**Run 1: logic cells by family**

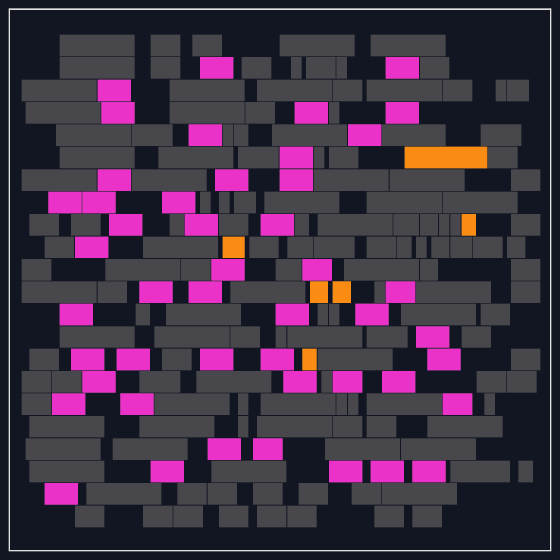
**Run 1: port wiring**

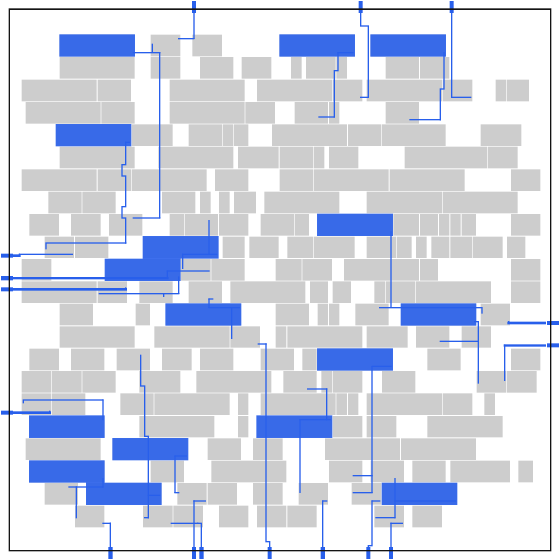
**Run 1: clock distribution**

The bar under the picture is 20 um long.
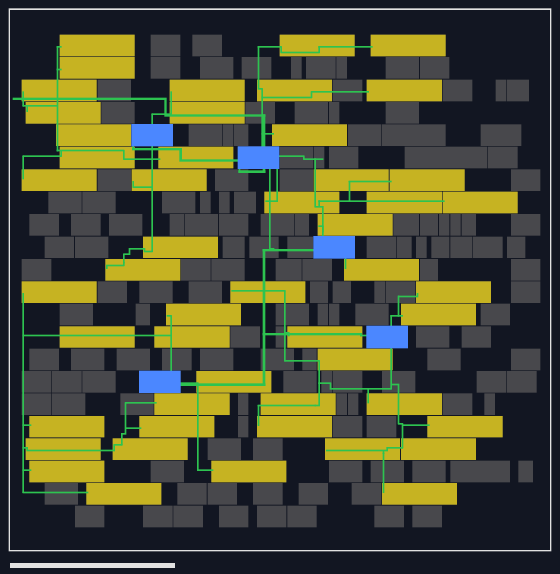
$ cat src/rtl/idli_pkg.sv
// rtl/idli_pkg.sv - shared types for the idli core decode path
//
// Provides the SQI beat nibble type, register/predicate types, the decoded
// operation record (op_t), the raw instruction layout (insn_t), the opcode
// enumeration and the decode stage state enumeration.

package idli_pkg;

    // One nibble from a single SQI memory.
    typedef logic [3:0] sqi_data_t;

    // General register index and predicate register index.
    typedef logic [2:0] reg_t;
    typedef logic [1:0] preg_t;

    // Predicate register that is always true; the default destination for q.
    localparam preg_t PREG_PT = 2'd3;

    typedef enum logic [1:0] {
        ALU_OP_ADD = 2'd0,
        ALU_OP_AND = 2'd1,
        ALU_OP_OR  = 2'd2,
        ALU_OP_XOR = 2'd3
    } alu_op_t;

    typedef enum logic [1:0] {
        B_SRC_REG  = 2'd0,
        B_SRC_ZERO = 2'd1,
        B_SRC_PC   = 2'd2
    } b_src_t;

    typedef enum logic {
        C_SRC_REG = 1'b0,
        C_SRC_IMM = 1'b1
    } c_src_t;

    // Encodings 9..15 are reserved and have no name.
    typedef enum logic [3:0] {
        OPC_ADD   = 4'd0,
        OPC_SUB   = 4'd1,
        OPC_AND   = 4'd2,
        OPC_OR    = 4'd3,
        OPC_XOR   = 4'd4,
        OPC_ANDN  = 4'd5,
        OPC_MOV   = 4'd6,
        OPC_ADDPC = 4'd7,
        OPC_CMP   = 4'd8
    } opcode_t;

    // Raw 16-bit instruction word, MSB first.
    typedef struct packed {
        preg_t   p;
        opcode_t opcode;
        reg_t    a;
        reg_t    b;
        reg_t    c;
        logic    imm;
    } insn_t;

    // Decoded operation handed to the execute stage.
    typedef struct packed {
        preg_t   p;
        preg_t   q;
        reg_t    a;
        reg_t    b;
        reg_t    c;
        logic    a_vld;
        logic    b_vld;
        logic    c_vld;
        b_src_t  b_src;
        c_src_t  c_src;
        alu_op_t alu_op;
        logic    alu_cin;
        logic    alu_rhs_inv;
    } op_t;

    typedef enum logic [2:0] {
        INSN_LO = 3'd0,
        INSN_HI = 3'd1,
        IMM_LO  = 3'd2,
        IMM_HI  = 3'd3,
        FULL    = 3'd4
    } decode_state_t;

endpackage

$ cat src/rtl/idli_decode_fields.sv
// rtl/idli_decode_fields.sv - combinational instruction word to op_t decoder
//
// Ports:
//   i_insn    - assembled 16-bit instruction
//   o_op      - decoded operation
//   o_illegal - reserved opcode seen (only when IDLI_DECODE_ILLEGAL_EN is
//               defined; otherwise tied low and reserved opcodes act as ADD)

module idli_decode_fields
    import idli_pkg::*;
(
    input  insn_t i_insn,
    output op_t   o_op,
    output logic  o_illegal
);

    always_comb begin
        // Fields common to every opcode; the case below only overrides.
        o_op.p           = i_insn.p;
        o_op.q           = PREG_PT;
        o_op.a           = i_insn.a;
        o_op.b           = i_insn.b;
        o_op.c           = i_insn.c;
        o_op.a_vld       = 1'b1;
        o_op.b_vld       = 1'b1;
        o_op.c_vld       = ~i_insn.imm;
        o_op.c_src       = i_insn.imm ? C_SRC_IMM : C_SRC_REG;
        o_op.b_src       = B_SRC_REG;
        o_op.alu_op      = ALU_OP_ADD;
        o_op.alu_cin     = 1'b0;
        o_op.alu_rhs_inv = 1'b0;
        o_illegal        = 1'b0;

        case (i_insn.opcode)
            OPC_ADD: ;
            OPC_SUB: begin
                o_op.alu_cin     = 1'b1;
                o_op.alu_rhs_inv = 1'b1;
            end
            OPC_AND: o_op.alu_op = ALU_OP_AND;
            OPC_OR:  o_op.alu_op = ALU_OP_OR;
            OPC_XOR: o_op.alu_op = ALU_OP_XOR;
            OPC_ANDN: begin
                o_op.alu_op      = ALU_OP_AND;
                o_op.alu_rhs_inv = 1'b1;
            end
            OPC_MOV: begin
                o_op.b_src = B_SRC_ZERO;
                o_op.b_vld = 1'b0;
            end
            OPC_ADDPC: begin
                o_op.b_src = B_SRC_PC;
                o_op.b_vld = 1'b0;
            end
            OPC_CMP: begin
                // Compare writes a predicate selected by the low bits of A,
                // so A is not a register read.
                o_op.alu_cin     = 1'b1;
                o_op.alu_rhs_inv = 1'b1;
                o_op.q           = i_insn.a[1:0];
                o_op.a_vld       = 1'b0;
            end
`ifdef IDLI_DECODE_ILLEGAL_EN
            default: begin
                o_op      = '0;
                o_op.p    = i_insn.p;
                o_illegal = 1'b1;
            end
`else
            default: ;
`endif
        endcase
    end

endmodule

$ cat src/rtl/idli_decode.sv
// rtl/idli_decode.sv - idli decode stage: beat assembly, FSM, output register
//
// Optional feature macro: IDLI_DECODE_ILLEGAL_EN (flag reserved opcodes).
//
// Ports:
//   i_clk, i_rst_n      - clock, asynchronous active-low reset
//   i_flush             - drop any partial or held instruction
//   i_sqi_lo, i_sqi_hi  - beat low/high nibble, i_vld/o_rdy handshake
//   o_op, o_imm         - registered decoded op and trailing immediate
//   o_illegal           - registered reserved-opcode flag
//   o_vld, i_rdy        - output handshake to execute

module idli_decode
    import idli_pkg::*;
(
    input  logic      i_clk,
    input  logic      i_rst_n,
    input  logic      i_flush,
    input  sqi_data_t i_sqi_lo,
    input  sqi_data_t i_sqi_hi,
    input  logic      i_vld,
    output logic      o_rdy,
    output op_t       o_op,
    output logic [15:0] o_imm,
    output logic      o_illegal,
    output logic      o_vld,
    input  logic      i_rdy
);

    decode_state_t state;
    logic [7:0]    lo_q;      // first byte of the instruction or immediate
    logic [7:0]    beat;
    logic          beat_acc;
    logic          out_hs;
    insn_t         cur_insn;
    op_t           dec_op;
    logic          dec_illegal;

    assign beat     = {i_sqi_hi, i_sqi_lo};
    assign o_vld    = (state == FULL);
    assign o_rdy    = (state != FULL) | i_rdy;
    assign beat_acc = i_vld & o_rdy;
    assign out_hs   = o_vld & i_rdy;

    // Only meaningful in INSN_HI, where the incoming beat is the high byte.
    assign cur_insn = insn_t'({beat, lo_q});

    idli_decode_fields u_fields (
        .i_insn    (cur_insn),
        .o_op      (dec_op),
        .o_illegal (dec_illegal)
    );

    // The op is registered as soon as the instruction word is complete,
    // even when an immediate follows: o_vld is low until the immediate
    // arrives, so the early load is not visible to the consumer.
    always_ff @(posedge i_clk or negedge i_rst_n) begin
        if (!i_rst_n) begin
            state     <= INSN_LO;
            lo_q      <= 8'h00;
            o_op      <= '0;
            o_imm     <= 16'h0000;
            o_illegal <= 1'b0;
        end else if (i_flush) begin
            state <= INSN_LO;
        end else begin
            case (state)
                INSN_LO: begin
                    if (beat_acc) begin
                        lo_q  <= beat;
                        state <= INSN_HI;
                    end
                end
                INSN_HI: begin
                    if (beat_acc) begin
                        o_op      <= dec_op;
                        o_illegal <= dec_illegal;
                        state     <= cur_insn.imm ? IMM_LO : FULL;
                    end
                end
                IMM_LO: begin
                    if (beat_acc) begin
                        lo_q  <= beat;
                        state <= IMM_HI;
                    end
                end
                IMM_HI: begin
                    if (beat_acc) begin
                        o_imm <= {beat, lo_q};
                        state <= FULL;
                    end
                end
                FULL: begin
                    // A beat is only accepted here alongside the handshake,
                    // and it is the first byte of the next instruction.
                    if (out_hs) begin
                        if (beat_acc) begin
                            lo_q  <= beat;
                            state <= INSN_HI;
                        end else begin
                            state <= INSN_LO;
                        end
                    end
                end
                default: state <= INSN_LO;
            endcase
        end
    end

endmodule

$ cat config.mk
export PLATFORM = sky130hd
export DESIGN_NAME = idli_decode
export DESIGN_NICKNAME = d
export VERILOG_FILES = /design/src/rtl/idli_pkg.sv /design/src/rtl/idli_decode_fields.sv /design/src/rtl/idli_decode.sv
export SDC_FILE = /design/constraint.sdc
export NUM_CORES = 1
export LEC_CHECK = 0
export CAP_MARGIN = 30
export CORE_UTILIZATION = 51
export CTS_CLUSTER_SIZE = 14
export DETAILED_ROUTE_END_ITERATION = 10
export GPL_TIMING_DRIVEN = 0
export HOLD_SLACK_MARGIN = 0.15
export PLACE_DENSITY_LB_ADDON = 0.25
export SLEW_MARGIN = 10
export SYNTH_ARGS = -nofsm -noshare
export SYNTH_HDL_FRONTEND = slang
export SYNTH_SLANG_ARGS = --single-unit
export TNS_END_PERCENT = 30
$ cat constraint.sdc
create_clock -name i_clk -period 4.6 [get_ports i_clk]
set_clock_uncertainty 0.05 [all_clocks]
set_input_delay 0.92 -clock i_clk [delete_from_list [all_inputs] [get_ports i_clk]]
set_output_delay 0.92 -clock i_clk [all_outputs]
set_load 0.03 [all_outputs]
==> impl_metrics.ini, run 1 <==
; generated from flow reports
[clocking]
clk_pin_slew_ns = 0.08
cts_root_buf = clkbuf_8
ctsResizeCount = 0
cts_hold_buffers = 0
cts_tree = built
clockBufferDepth = 2
clock_sinks = 50
htreeDepth = 2
cts_made_buffers = 5
cts_setup_buffers = 0
clk_latency_ns = 0.29

[critical_path]
critPathSlowestCell = clkdlybuf4s50_1
crit_path_max_incr_delay_ns = 0.66
path_max_fanout = 2
crit_arrival_ns = 2.25
start_kind = input pin
r2r_slack_ns = 2.58
crit_path_cell_trace = clkdlybuf4s50_1, nand2b_1, clkdlybuf4s50_1
cpLargestDelayFamily = buffers and inverters
reg2reg_depth = 3
path_buffers = 2
r2r_start = state[1]
r2r-end = lo_q[1]
cp_data_required_time_ns = 3.63
cpMostUsedCell = clkdlybuf4s50_1
crit_type = in2out

[timing]
fin_hold_ws_ns = 0.459
finalMaxSlewViolations = 0
timing.fmax_mhz = 310
fin_setup_tns_ns = 0
hold_viol = 0
grt_setup_unrepaired = no
period_used_pct = 70.1
worst-slew-pin-transition_ns = 0.794
setup_violations = 0

[worst_hold_path]
worstHoldStart = o_op[13]
hold_depth = 1

[placement]
post-place-cells = 240
hpwl_um = 2990

[cells_and_area]
n_antenna_cell = 0
fill_cells = 260
lay_top_count = dfrtp_1
finalNonFillerCells = 247
drive_gt1_share_pct = 29.6
logic_area_um2 = 746

[routing]
wl_per_cell_um = 16.3
drcViolationCount = 0
avgViaCountPerCell = 5.26
firstDrtPassIters = 4
dr_total_vias = 1298
drtIter0Drc = 57
wl_um = 4040

[logic_synthesis]
yosys.stat.seqShare_pct = 60.8
synthCells = 141
synth.area.top_cells = dfrtp_1 61%, mux2_2 23%, mux2i_1 2.4%, a2111oi_4 1.3%, inv_1 1.3%
syn_nets = 154
ys_area_mm2 = 0.00206
ys_types = 27
ys_ff = 50
yosysTopAreaCellShare_pct = 60.8
ys_cells = 141
synthesis.area_mm2 = 0.00206

[run_status]
outcome = finished clean

[floorplanning]
dieWidth_um = 65.5
fp_util_pct = 54.5
fp.dieArea_mm2 = 0.00429

[power]
power.static_leakage_uw = 0.00121
power_density_mw_per_mm2 = 469

[global_route]
track_usage_pct = 21.2
grt_pass1_wl_um = 6560
grt_max_degree = 34
grt_pass1_vias = 1377

[flow_run]
maxCapViolations = 0
About 'logic cells by family':
Key: orange = inverting AOI/OAI gates [cells 6]; magenta = multiplexers [cells 47, most used mux2_2]

About 'port wiring':
Key: blue = o_imm [bits 16, direction output, edge 7 bottom, 4 left, 3 top, 2 right, end cells 16, buffers 16, wire 402 um]
IO Count: 55
PortBufs: 50

About 'clock distribution':
Key: green = clock wires [length 491 um]; yellow = flip-flops [count 50]; blue = cells driving clock nets [count 5]
There are 6 routed clock nets. Position of the flops: widely spread.

-- run 1: cell type report --
| cell class | count | share of cell area [%] |
|---|---|---|
| inverter | 7 | 0.970 |
| tap | 48 | 2.22 |
| clock buffer | 7 | 2.82 |
| buffer | 7 | 1.25 |
| timing repair buffer | 51 | 19.0 |
| sequential | 50 | 46.2 |
| multi-input combinational | 77 | 27.5 |
-- run 1: cells by family after synthesis --
kind of cell           count (synthesis)  synth area share [%]
AND/OR/NAND/NOR                       21                  7.00
buffers and inverters                 14                  2.92
XOR/XNOR                               1                 0.426
flip-flops                            50                  60.8
multiplexers                          47                  25.4
AND-OR/OR-AND                          7                  3.22
other                                  1                 0.182
-- run 1: metal layers --
layer / vias up / share of wire (%) / GRT usage, %
met4: 0 / 0.57 / 5.71
li1: 606 / - / -
met3: 5 / 4.4 / 6.42
met5: - / 0 / 0
met2: 30 / 53 / 37.1
met1: 657 / 42 / 25.2
-- run 1: how the worst max path moves through the flow --
stage,depth (start not counted),start,endpoint,slack (ns)
floorplan,2,state[2],o_rdy,1.92
global placement,1,i_rst_n,o_op[10],1.29
detailed placement,3,i_rdy,o_rdy,1.37
CTS,3,i_rdy,o_rdy,1.37
global route,3,i_rdy,o_rdy,1.34
finish,3,i_rdy,o_rdy,1.38
-- run 1: synthesized netlist by cell type --
| library cell | number |
|---|---|
| buf_4 | 1 |
| nor3_1 | 2 |
| buf_2 | 3 |
| nand3b_1 | 1 |
| inv_1 | 7 |
| a2111oi_4 | 1 |
| a31o_2 | 1 |
| a21oi_1 | 2 |
| and3b_1 | 1 |
| nand2b_4 | 1 |
| nor3b_1 | 1 |
| xnor2_1 | 1 |
| nand2_1 | 1 |
| o22ai_1 | 2 |
| or4b_2 | 2 |
| o31ai_1 | 1 |
| nor4_4 | 1 |
| dfrtp_1 | 50 |
| nor2_1 | 7 |
| or3_1 | 1 |
| nor2b_1 | 1 |
| nand2b_1 | 1 |
| nand4_1 | 1 |
| mux2i_1 | 5 |
| mux2_2 | 42 |
| conb_1 | 1 |
| clkbuf_1 | 3 |
-- run 1: registers in the layout, summed over array words and instances (netlist names) --
signal and cells:
state 3, lo_q 8, o_imm 16, o_op 23
-- run 1: stage by stage --
step / utilization, % / instance area, um^2 / setup WS [ns]
finish: 71.8 / 2710 / 1.38
global route: 71.8 / 2710 / 1.34
CTS: 71.8 / 2710 / 1.37
detailed placement: 69.8 / 2630 / 1.37
global placement: 69.4 / 2620 / 1.29
floorplan: - / 2060 / 1.92
-- run 1: worst reg2reg max path, delay by kind of cell (launching register included) --
family | cells | cell delay (ns)
AOI/OAI and AO/OA | 1 | 0.77
DFF | 1 | 0.48
muxes | 1 | 0.42
and+or+nand+nor | 1 | 0.19
-- run 1: power by group --
part	internal [uW]	total, uW	switching (uW)
combinational	211	452	241
sequential	532	587	55.6
clock	105	230	126
total	847	1270	423
--- run 2 (diff from run 1) ---
--- a/config.mk
+++ b/config.mk
@@ -6,7 +6,7 @@
 export NUM_CORES = 1
 export LEC_CHECK = 0
 export CAP_MARGIN = 30
-export CORE_UTILIZATION = 51
+export CORE_UTILIZATION = 48
 export CTS_CLUSTER_SIZE = 14
 export DETAILED_ROUTE_END_ITERATION = 10
 export GPL_TIMING_DRIVEN = 0
==> constraint.sdc (replaced) <==
create_clock -name i_clk -period 3 [get_ports i_clk]
set_clock_uncertainty 0.05 [all_clocks]
set_input_delay 0.6 -clock i_clk [delete_from_list [all_inputs] [get_ports i_clk]]
set_output_delay 0.6 -clock i_clk [all_outputs]
set_load 0.03 [all_outputs]
**Run 2: the clock network**

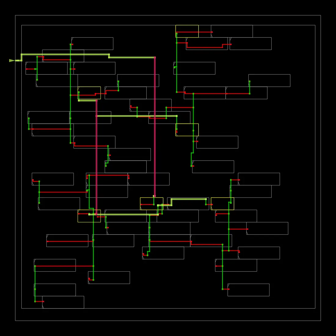
clk pwr: 367 uW
Insertion Delay late pin: 0.29 ns

==> impl_metrics.ini, run 2 <==
; generated from flow reports
[run_status]
outcome = finished clean

[logic_synthesis]
yosys_warnings = 0
synth.area.top_cells = dfrtp_1 61%, mux2_2 23%, mux2i_1 2.4%, a2111oi_4 1.3%, inv_1 1.3%
synthTopCellsByCount = 50 x dfrtp_1, 42 x mux2_2, 7 x inv_1, 7 x nor2_1, 5 x mux2i_1
syn_nets = 154
ys_types = 27
synthesis.area_mm2 = 0.00206
synthFlopType = dfrtp_1
yosysTopAreaCellShare_pct = 60.8
top_area_cell = dfrtp_1
ys_cells = 141
synthCells = 141
ys_ff = 50
synth.most_common_cell = dfrtp_1
ys_area_mm2 = 0.00206
async_flop_share_pct = 100
edf_count = 0

[placement]
hpwl_um = 3030
post-place-cells = 242
gp_congestion = 0.745
place_ws_ns = 0.413
numPortBuffers = 50

[power]
switching_power_uw = 646
power_uw = 1960
combPwrFrac_pct = 35.4
power_density_mw_per_mm2 = 722
netSwitchingFraction_pct = 32.9
sequentialPowerShare_pct = 45.9
internal_power_uw = 1320
power.static_leakage_uw = 0.00121

[clocking]
cts_hold_buffers = 0
clock_sinks = 50
cts_tree = built
clockBufferDepth = 2
htreeDepth = 2
cts_made_buffers = 5
clk_pin_slew_ns = 0.07
cts_setup_buffers = 0
cts_root_buf = clkbuf_8
ctsResizeCount = 0

[cells_and_area]
fill_cells = 299
top_regs = o_op x23, o_imm x16, lo_q x8
regArea_mm2 = 0.00125
finalNonFillerCells = 248
n_antenna_cell = 0
drive_gt1_share_pct = 30.3
logic_area_um2 = 746
top_register = o_op

[routing]
drtIter0Drc = 22
drcViolationCount = 0
avgViaCountPerCell = 5.30
wl_per_cell_um = 16.5
firstDrtPassIters = 2
wl_um = 4090
dr_total_vias = 1314

[timing]
finalMaxSlewViolations = 0
grt_setup_unrepaired = no
worst-slew-pin-transition_ns = 0.775
timing.fmax_mhz = 388
fin_hold_ws_ns = 0.243
period_used_pct = 85.8
hold_viol = 0
setup_violations = 0
worst_slack_ns = 0.425

[global_route]
grt.met1_usage_pct = 24.6
grt_max_degree = 27
grtUsageMet2_pct = 34.2
grtUsageMet3_pct = 5.91
grt_pass1_wl_um = 6480

[flow_run]
maxCapViolations = 0

[floorplanning]
fp.dieArea_mm2 = 0.00455
dieWidth_um = 67.5
fp_util_pct = 50.7
io_pins = 55

[critical_path]
cp_data_required_time_ns = 2.35
crit_arrival_ns = 1.93
path_max_fanout = 2
worst_setup_path_end_kind = primary output
crit_type = in2out
start_kind = input pin
==> run 2: cell counts after synthesis <==
Identical to the previous run, type by type.
==> run 2: cells by family (layout without fill, tap and decap cells) <==
| kind of cell | after synthesis | in the layout | synth area share, % |
|---|---|---|---|
| compound gates | 7 | 7 | 3.22 |
| simple gates | 21 | 21 | 7.00 |
| mux | 47 | 47 | 25.4 |
| flops | 50 | 50 | 60.8 |
| buf+inv | 14 | 71 | 2.92 |
| other cells | 1 | 1 | 0.182 |
| xor+xnor | 1 | 1 | 0.426 |
==> run 2: final cells by class <==
| type | instances | area share (%) |
|---|---|---|
| multi-input combinational | 77 | 27.4 |
| timing repair buffer | 51 | 19.0 |
| clock buffer | 6 | 3.04 |
| tap | 50 | 2.30 |
| inverter | 7 | 0.967 |
| sequential | 50 | 46.0 |
| buffer | 7 | 1.24 |
==> run 2: power groups by stage <==
stage | Clock (uW) | Combinational, uW | Sequential (uW)
6_report | 367 | 694 | 902
5_1_grt | 404 | 731 | 923
3_5_place_dp | 0 | 700 | 917
3_3_place_gp | 0 | 685 | 904
4_1_cts | 379 | 702 | 904
2_1_floorplan | 0 | 160 | 1140
==> run 2: metal layers <==
layer	up-vias	wire length (um)	part of all wire, %
met4	0	70	1.7
met5	-	0	0
met1	661	1720	42
li1	610	-	-
met3	7	186	4.5
met2	36	2110	52
==> run 2: worst paths after layout <==
path                             end  slack, ns  depth (start not counted)     start
max in group asynchronous   o_op[12]       2.13                          2   i_rst_n
hold / removal              o_op[20]       0.24                          1   i_rst_n
min in group i_clk          o_imm[3]       0.46                          1  o_imm[3]
setup reg to reg           o_imm[13]       1.02                          4  state[2]
setup / recovery               o_rdy       0.42                          3     i_rdy
hold reg to reg             o_imm[3]       0.46                          1  o_imm[3]
==> run 2: critical path, stage by stage <==
cell and delay (ns):
clkdlybuf4s50_1 0.52, nand2b_1 0.14, clkdlybuf4s50_1 0.67
==> run 2: through the flow <==
| step | utilization, % | TNS [ns] | cell area, um^2 |
|---|---|---|---|
| after global placement | 64.6 | -0.667 | 2620 |
| after global routing | 67.0 | 0 | 2720 |
| after floorplan | - | 0 | 2060 |
| after detailed placement | 64.9 | 0 | 2640 |
| final | 67.0 | 0 | 2720 |
| after CTS | 67.0 | 0 | 2720 |
No activity file was given, so power comes from the tool's default toggle rates.
